==> images/m1.png <==
Drawn at 4 px/um. Supply wires on this layer in grey. Cells faint in the background.
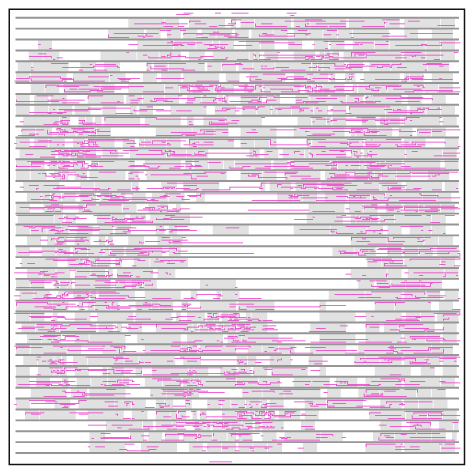
==> images/layers.png <==
Drawn at 4 px/um. Two of the layers only.
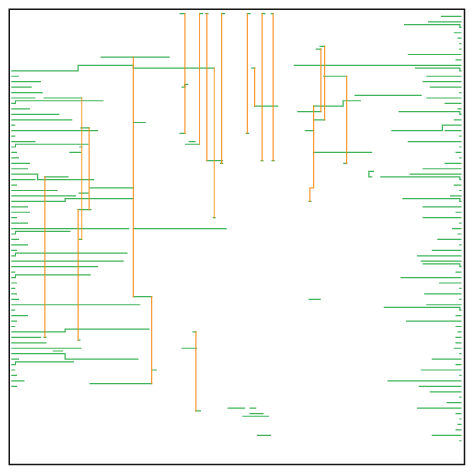
`config.mk`:
```
export PLATFORM = sky130hd
export DESIGN_NAME = lsu_handshake
export DESIGN_NICKNAME = d
export VERILOG_FILES = /design/src/rtl/lsu_pkg.sv /design/src/rtl/lsu_align.sv /design/src/rtl/lsu_handshake.sv
export SDC_FILE = /design/constraint.sdc
export NUM_CORES = 1
export LEC_CHECK = 0
export CORE_UTILIZATION = 50
export CTS_CLUSTER_SIZE = 8
export DETAILED_ROUTE_END_ITERATION = 10
export HOLD_SLACK_MARGIN = 0.05
export PLACE_DENSITY = 0.87
export SLEW_MARGIN = 0
export SYNTH_ARGS = -nofsm -noshare
export SYNTH_HDL_FRONTEND = slang
export SYNTH_HIERARCHICAL = 1
export SYNTH_SLANG_ARGS = --single-unit
```
`constraint.sdc`:
```
create_clock -name clk -period 9.5 [get_ports clk]
set_clock_uncertainty 0.1 [all_clocks]
set_input_delay 1.9 -clock clk [delete_from_list [all_inputs] [get_ports clk]]
set_output_delay 1.9 -clock clk [all_outputs]
set_load 0.05 [all_outputs]
```
`src/rtl/lsu_pkg.sv`:
```
// Shared types and constants for the load/store unit.
//   lsu_state_t   : handshake FSM states
//   fault_cause_t : encoding of o_FaultCauseM
//   F3_*          : funct3 access-size/sign codes
//   f3_legal()    : funct3 legality for a given direction and XLEN
package lsu_pkg;

    typedef enum logic [1:0] {
        IDLE = 2'd0,
        REQ  = 2'd1,
        WAIT = 2'd2,
        DONE = 2'd3
    } lsu_state_t;

    typedef enum logic [1:0] {
        FC_ILLEGAL  = 2'b00,
        FC_MISALIGN = 2'b01,
        FC_BUSERR   = 2'b10,
        FC_TIMEOUT  = 2'b11
    } fault_cause_t;

    localparam logic [2:0] F3_B  = 3'b000;
    localparam logic [2:0] F3_H  = 3'b001;
    localparam logic [2:0] F3_W  = 3'b010;
    localparam logic [2:0] F3_D  = 3'b011;
    localparam logic [2:0] F3_BU = 3'b100;
    localparam logic [2:0] F3_HU = 3'b101;
    localparam logic [2:0] F3_WU = 3'b110;

    // Unsigned variants exist only for loads; D/WU only on RV64.
    function automatic logic f3_legal(input logic [2:0] f3, input logic is_store,
                                      input logic is_rv64);
        case (f3)
            F3_B, F3_H, F3_W: f3_legal = 1'b1;
            F3_D:             f3_legal = is_rv64;
            F3_BU, F3_HU:     f3_legal = !is_store;
            F3_WU:            f3_legal = !is_store && is_rv64;
            default:          f3_legal = 1'b0;
        endcase
    endfunction

endpackage

```
`src/rtl/lsu_align.sv`:
```
// Combinational lane formatting for the load/store unit.
//   i_funct3 : access size / sign code
//   i_off    : byte offset within the bus word
//   i_wdata  : right-aligned store data   -> o_wdata : lane-replicated store data
//   (size)   : -> o_be : byte enables shifted to the offset
//   i_rdata  : raw bus read data          -> o_rdata : extracted and extended load data
module lsu_align #(
    parameter  int unsigned XLEN  = 32,
    localparam int unsigned NB    = XLEN / 8,
    localparam int unsigned OFF_W = $clog2(NB)
) (
    input  logic [2:0]       i_funct3,
    input  logic [OFF_W-1:0] i_off,
    input  logic [XLEN-1:0]  i_wdata,
    input  logic [XLEN-1:0]  i_rdata,
    output logic [NB-1:0]    o_be,
    output logic [XLEN-1:0]  o_wdata,
    output logic [XLEN-1:0]  o_rdata
);
    logic [NB-1:0]   size_mask;
    logic [XLEN-1:0] shifted;

    // Store side: byte mask and replication by access size.
    always_comb begin
        size_mask = '0;
        o_wdata   = i_wdata;
        case (i_funct3[1:0])
            2'b00: begin
                size_mask = NB'(8'h01);
                o_wdata   = {NB{i_wdata[7:0]}};
            end
            2'b01: begin
                size_mask = NB'(8'h03);
                o_wdata   = {(NB / 2){i_wdata[15:0]}};
            end
            2'b10: begin
                size_mask = NB'(8'h0F);
                o_wdata   = {(XLEN / 32){i_wdata[31:0]}};
            end
            default: begin
                size_mask = NB'(8'hFF);
                o_wdata   = i_wdata;
            end
        endcase
        o_be = size_mask << i_off;
    end

    // Load side: move the addressed bytes to bit 0, then extend; funct3[2] selects zero-extension.
    always_comb begin
        shifted = i_rdata >> {i_off, 3'b000};
        case (i_funct3[1:0])
            2'b00:   o_rdata = i_funct3[2] ? XLEN'(shifted[7:0])  : XLEN'($signed(shifted[7:0]));
            2'b01:   o_rdata = i_funct3[2] ? XLEN'(shifted[15:0]) : XLEN'($signed(shifted[15:0]));
            2'b10:   o_rdata = i_funct3[2] ? XLEN'(shifted[31:0]) : XLEN'($signed(shifted[31:0]));
            default: o_rdata = shifted;
        endcase
    end

endmodule

```
`src/rtl/lsu_handshake.sv`:
```
// Memory-stage load/store unit driving a valid/ready data bus with variable latency.
//   clk, rst              : clock, asynchronous active-high reset
//   i_MemReqM..i_WriteDataM : M-stage access request from the data path
//   o_StallM              : hold the pipeline while a transaction is outstanding
//   o_LoadDataM/ValidM    : extended load result, valid for one cycle in DONE
//   o_FaultM/CauseM       : fault pulse (illegal, misaligned, bus error, timeout)
//   o_mem_* / i_mem_*     : bus request channel and response channel
module lsu_handshake #(
    parameter int unsigned XLEN    = 32,
    parameter int unsigned ADDR_W  = 32,
    parameter int unsigned TIMEOUT = 16
) (
    input  logic                clk,
    input  logic                rst,
    input  logic                i_MemReqM,
    input  logic                i_MemWriteM,
    input  logic [2:0]          i_funct3M,
    input  logic [ADDR_W-1:0]   i_AddrM,
    input  logic [XLEN-1:0]     i_WriteDataM,
    output logic                o_StallM,
    output logic [XLEN-1:0]     o_LoadDataM,
    output logic                o_LoadValidM,
    output logic                o_FaultM,
    output logic [1:0]          o_FaultCauseM,
    output logic                o_mem_req,
    output logic                o_mem_we,
    output logic [ADDR_W-1:0]   o_mem_addr,
    output logic [XLEN-1:0]     o_mem_wdata,
    output logic [XLEN/8-1:0]   o_mem_be,
    input  logic                i_mem_ready,
    input  logic                i_mem_rvalid,
    input  logic [XLEN-1:0]     i_mem_rdata,
    input  logic                i_mem_err
);
    import lsu_pkg::*;

    localparam int unsigned NB    = XLEN / 8;
    localparam int unsigned OFF_W = $clog2(NB);
    localparam int unsigned CNT_W = (TIMEOUT > 1) ? $clog2(TIMEOUT) : 1;

    lsu_state_t        state_q, state_d;
    logic [CNT_W-1:0]  cnt_q, cnt_d;
    logic              we_q, we_d;
    logic [ADDR_W-1:0] addr_q, addr_d;
    logic [NB-1:0]     be_q, be_d;
    logic [XLEN-1:0]   wdata_q, wdata_d;
    logic [2:0]        funct3_q, funct3_d;
    logic [OFF_W-1:0]  off_q, off_d;
    logic [XLEN-1:0]   ld_data_q, ld_data_d;
    logic              fault_q, fault_d;
    fault_cause_t      cause_q, cause_d;

    logic [OFF_W-1:0]  req_off;
    logic [OFF_W-1:0]  low_mask;
    logic              req_legal;
    logic              req_misalign;
    logic              to_hit;
    logic              stall_c;
    logic              fault_c;
    fault_cause_t      cause_c;

    logic [2:0]        al_funct3;
    logic [OFF_W-1:0]  al_off;
    logic [NB-1:0]     al_be;
    logic [XLEN-1:0]   al_wdata;
    logic [XLEN-1:0]   al_rdata;

    assign req_off = i_AddrM[OFF_W-1:0];

    // Decode the incoming request: legality and natural alignment.
    always_comb begin
        req_legal = f3_legal(i_funct3M, i_MemWriteM, XLEN == 64);
        case (i_funct3M[1:0])
            2'b00:   low_mask = '0;
            2'b01:   low_mask = OFF_W'(1);
            2'b10:   low_mask = OFF_W'(3);
            default: low_mask = OFF_W'(7);
        endcase
        req_misalign = |(req_off & low_mask);
    end

    // Store formatting uses the live request in IDLE; load extraction uses the captured access.
    assign al_funct3 = (state_q == IDLE) ? i_funct3M : funct3_q;
    assign al_off    = (state_q == IDLE) ? req_off   : off_q;

    lsu_align #(.XLEN(XLEN)) u_align (
        .i_funct3 (al_funct3),
        .i_off    (al_off),
        .i_wdata  (i_WriteDataM),
        .i_rdata  (i_mem_rdata),
        .o_be     (al_be),
        .o_wdata  (al_wdata),
        .o_rdata  (al_rdata)
    );

    assign to_hit = (TIMEOUT != 0) && (cnt_q == CNT_W'(TIMEOUT - 1));

    // Next-state and combinational stall/fault.
    always_comb begin
        state_d   = state_q;
        cnt_d     = cnt_q;
        we_d      = we_q;
        addr_d    = addr_q;
        be_d      = be_q;
        wdata_d   = wdata_q;
        funct3_d  = funct3_q;
        off_d     = off_q;
        ld_data_d = ld_data_q;
        fault_d   = fault_q;
        cause_d   = cause_q;
        stall_c   = 1'b0;
        fault_c   = 1'b0;
        cause_c   = FC_ILLEGAL;

        case (state_q)
            IDLE: begin
                cnt_d   = '0;
                fault_d = 1'b0;
                if (i_MemReqM) begin
                    if (!req_legal) begin
                        fault_c = 1'b1;
                        cause_c = FC_ILLEGAL;
                    end else if (req_misalign) begin
                        fault_c = 1'b1;
                        cause_c = FC_MISALIGN;
                    end else begin
                        stall_c  = 1'b1;
                        we_d     = i_MemWriteM;
                        addr_d   = {i_AddrM[ADDR_W-1:OFF_W], OFF_W'(0)};
                        be_d     = al_be;
                        wdata_d  = al_wdata;
                        funct3_d = i_funct3M;
                        off_d    = req_off;
                        state_d  = REQ;
                    end
                end
            end
            REQ: begin
                stall_c = 1'b1;
                if (TIMEOUT != 0) cnt_d = cnt_q + CNT_W'(1);
                if (to_hit) begin
                    fault_d = 1'b1;
                    cause_d = FC_TIMEOUT;
                    state_d = DONE;
                end else if (i_mem_ready) begin
                    state_d = WAIT;
                end
            end
            WAIT: begin
                stall_c = 1'b1;
                if (TIMEOUT != 0) cnt_d = cnt_q + CNT_W'(1);
                // A response in the last allowed cycle still completes normally.
                if (i_mem_rvalid) begin
                    ld_data_d = al_rdata;
                    fault_d   = i_mem_err;
                    cause_d   = FC_BUSERR;
                    state_d   = DONE;
                end else if (to_hit) begin
                    fault_d = 1'b1;
                    cause_d = FC_TIMEOUT;
                    state_d = DONE;
                end
            end
            default: begin
                state_d = IDLE;
                if (fault_q) begin
                    fault_c = 1'b1;
                    cause_c = cause_q;
                end
            end
        endcase
    end

    // State and captured transaction registers.
    always_ff @(posedge clk or posedge rst) begin
        if (rst) begin
            state_q   <= IDLE;
            cnt_q     <= '0;
            we_q      <= 1'b0;
            addr_q    <= '0;
            be_q      <= '0;
            wdata_q   <= '0;
            funct3_q  <= '0;
            off_q     <= '0;
            ld_data_q <= '0;
            fault_q   <= 1'b0;
            cause_q   <= FC_ILLEGAL;
        end else begin
            state_q   <= state_d;
            cnt_q     <= cnt_d;
            we_q      <= we_d;
            addr_q    <= addr_d;
            be_q      <= be_d;
            wdata_q   <= wdata_d;
            funct3_q  <= funct3_d;
            off_q     <= off_d;
            ld_data_q <= ld_data_d;
            fault_q   <= fault_d;
            cause_q   <= cause_d;
        end
    end

    // IDLE-cycle stall/fault depend on live inputs, so mask them while reset is held.
    assign o_StallM      = stall_c & ~rst;
    assign o_FaultM      = fault_c & ~rst;
    assign o_FaultCauseM = (fault_c && !rst) ? cause_c : 2'b00;
    assign o_LoadValidM  = (state_q == DONE) && !we_q && !fault_q;
    assign o_LoadDataM   = ld_data_q;
    assign o_mem_req     = (state_q == REQ);
    assign o_mem_we      = we_q;
    assign o_mem_addr    = addr_q;
    assign o_mem_be      = be_q;
    assign o_mem_wdata   = wdata_q;

endmodule

```
==> flow_summary_export.csv <==
group,metric,value,unit
status,status,"completed",
timing,final-setup-viol-count,0,
timing,period_needed,6242,ps
job,maxCapViolCount,0,
place,numPortBuffers,210,
logic_synthesis,yosysCellCount,493,
worst_setup_path,rr_startpoint,"state_q[1]",
die,die_h,113.5,um
die,dieArea,0.01287,mm2
worst_setup_path,cp.required,7500,ps
worst_setup_path,crit_path_start_kind,"input pin",
global_routing,antenna_found_initial,0,
power,irDropWorstVdd,244.8,uV
clock_tree,clockBufferDepth,2,
power,switching_share,0.4569,
logic_synthesis,synthArstFlopShare,1.000,
worst_setup_path,slowest_delay,840,ps
global_routing,grt_max_degree,66,
logic_synthesis,synth_cells,493,
global_routing,overflow,0,
worst_setup_path,critPathSlowestCell,"clkdlybuf4s50_1",
timing,maxSlewHeadroom,0.3230,
job,warning_count,30,
logic_synthesis,edf_count,0,
die,die_x,113.5,um
die,io_pins,213,
die,fp_util,0.5150,
worst_setup_path,rrSetupSlack,6020,ps
timing,tightestPinTransition,1015,ps
timing,fin_tns_setup,0,ps
die,core,0.01206,mm2
worst_setup_path,crit_start,"i_funct3M[0]",
worst_setup_path,critPathKind,"input pin to output pin",
About m1.png:
wire length on this layer: 6340 um
nets with wire on the layer: 688
main direction: horizontal
share of all routed wire: 39%
total number of vias: 4650
met1 Use GR: 0.2928

About layers.png:
| colour | layer | wire length |
|---|---|---|
| orange | M4 | 597 um |
| green | M3 | 1320 um |
WL per Instance: 19.03 um
DRT Wirelength: 16.40 mm
global router's overall resource usage: 0.2656

## sequential cells by signal, summed over array words and instances, names as in the netlist
| register | count |
|---|---|
| off_q | 2 |
| fault_q | 1 |
| cnt_q | 4 |
| o_mem_wdata | 32 |
| state_q | 2 |
| o_LoadDataM | 32 |
| cause_q | 2 |
| o_mem_be | 4 |
| o_mem_we | 1 |
| o_mem_addr | 30 |
| funct3_q | 3 |
## metal layers
layer | vias up | part of all wire | wire, um | track usage
li1 | 2121 | - | - | -
met4 | 0 | 0.036 | 597 | 0.1386
met3 | 47 | 0.080 | 1317 | 0.1015
met5 | - | 0 | 0 | 0
met1 | 2272 | 0.39 | 6343 | 0.2928
met2 | 210 | 0.50 | 8143 | 0.4455
## cell usage in the layout (no fill, tap or decap), drive strengths merged, types with 10 or more instances in the layout
master           n
clkbuf          24
a211oi          10
clkdlybuf4s50  210
mux2           130
mux2i           17
nand2           55
nand3           18
a21oi           23
o21ai           14
nor2            10
dfrtp          113
## power groups by stage
stage / registers, W / logic [W] / clock network [W]
floorplan: 0.00154 / 0.000930 / 0
global placement: 0.000837 / 0.00221 / 0
detailed placement: 0.000855 / 0.00225 / 0
CTS: 0.000855 / 0.00227 / 0.000624
finish: 0.000854 / 0.00226 / 0.000616
global route: 0.000883 / 0.00238 / 0.000651
## kinds of logic after synthesis
logic type,count (synthesis),synth area share
muxes,147,0.3053
adders and majority gates,6,0.01208
AOI/OAI and AO/OA,64,0.07130
buffers and inverters,49,0.06344
DFF,113,0.4552
and+or+nand+nor,113,0.09204
other,1,0.0006037
## through the flow
stage / setup WS, ps / hold slack (ps)
2_1_floorplan: 3649 / 325.4
3_3_place_gp: 3358 / 371.8
3_5_place_dp: 3258 / 376.5
4_1_cts: 3263 / 390.3
5_1_grt: 3175 / 394.4
6_report: 3258 / 386.4
## final cells by class
type                    instances  area [um2]  area share
well taps                     168       210.2     0.02401
inverters                       6       25.02    0.002859
clock buffers                  24       491.7     0.05617
repair buffers                213        2125      0.2427
multi-input cells             332        2994      0.3421
clock inverters                 6       80.08    0.009148
flip-flops and latches        113        2828      0.3230
## cell usage after synthesis, types with 2 or more instances
master	n	share of area
dfrtp_1	113	0.46
mux2_4	70	0.17
mux2_2	60	0.11
nand2_1	55	0.033
a21oi_1	23	0.019
mux2i_1	17	0.027
nand3_1	14	0.011
o21ai_0	14	0.011
buf_2	13	0.010
buf_4	13	0.016
a211oi_1	10	0.012
nor2_1	9	0.0054
a2bb2oi_1	8	0.011
buf_12	8	0.026
nor2b_1	8	0.0081
clkbuf_1	7	0.0042
ha_1	6	0.012
inv_1	6	0.0036
nand2b_1	4	0.0040
nand3_2	4	0.0064
and2b_1	3	0.0036
and2_1	2	0.0020
buf_6	2	0.0036
nand3b_1	2	0.0024
nor3b_1	2	0.0024
or2_2	2	0.0020
## critical path, delay by kind of cell
family / cells / cell delay (ps)
simple gates: 1 / 330
compound gates: 3 / 680
buf+inv: 2 / 1320
Power figures rest on the tool's default switching activity, not on a simulated workload.
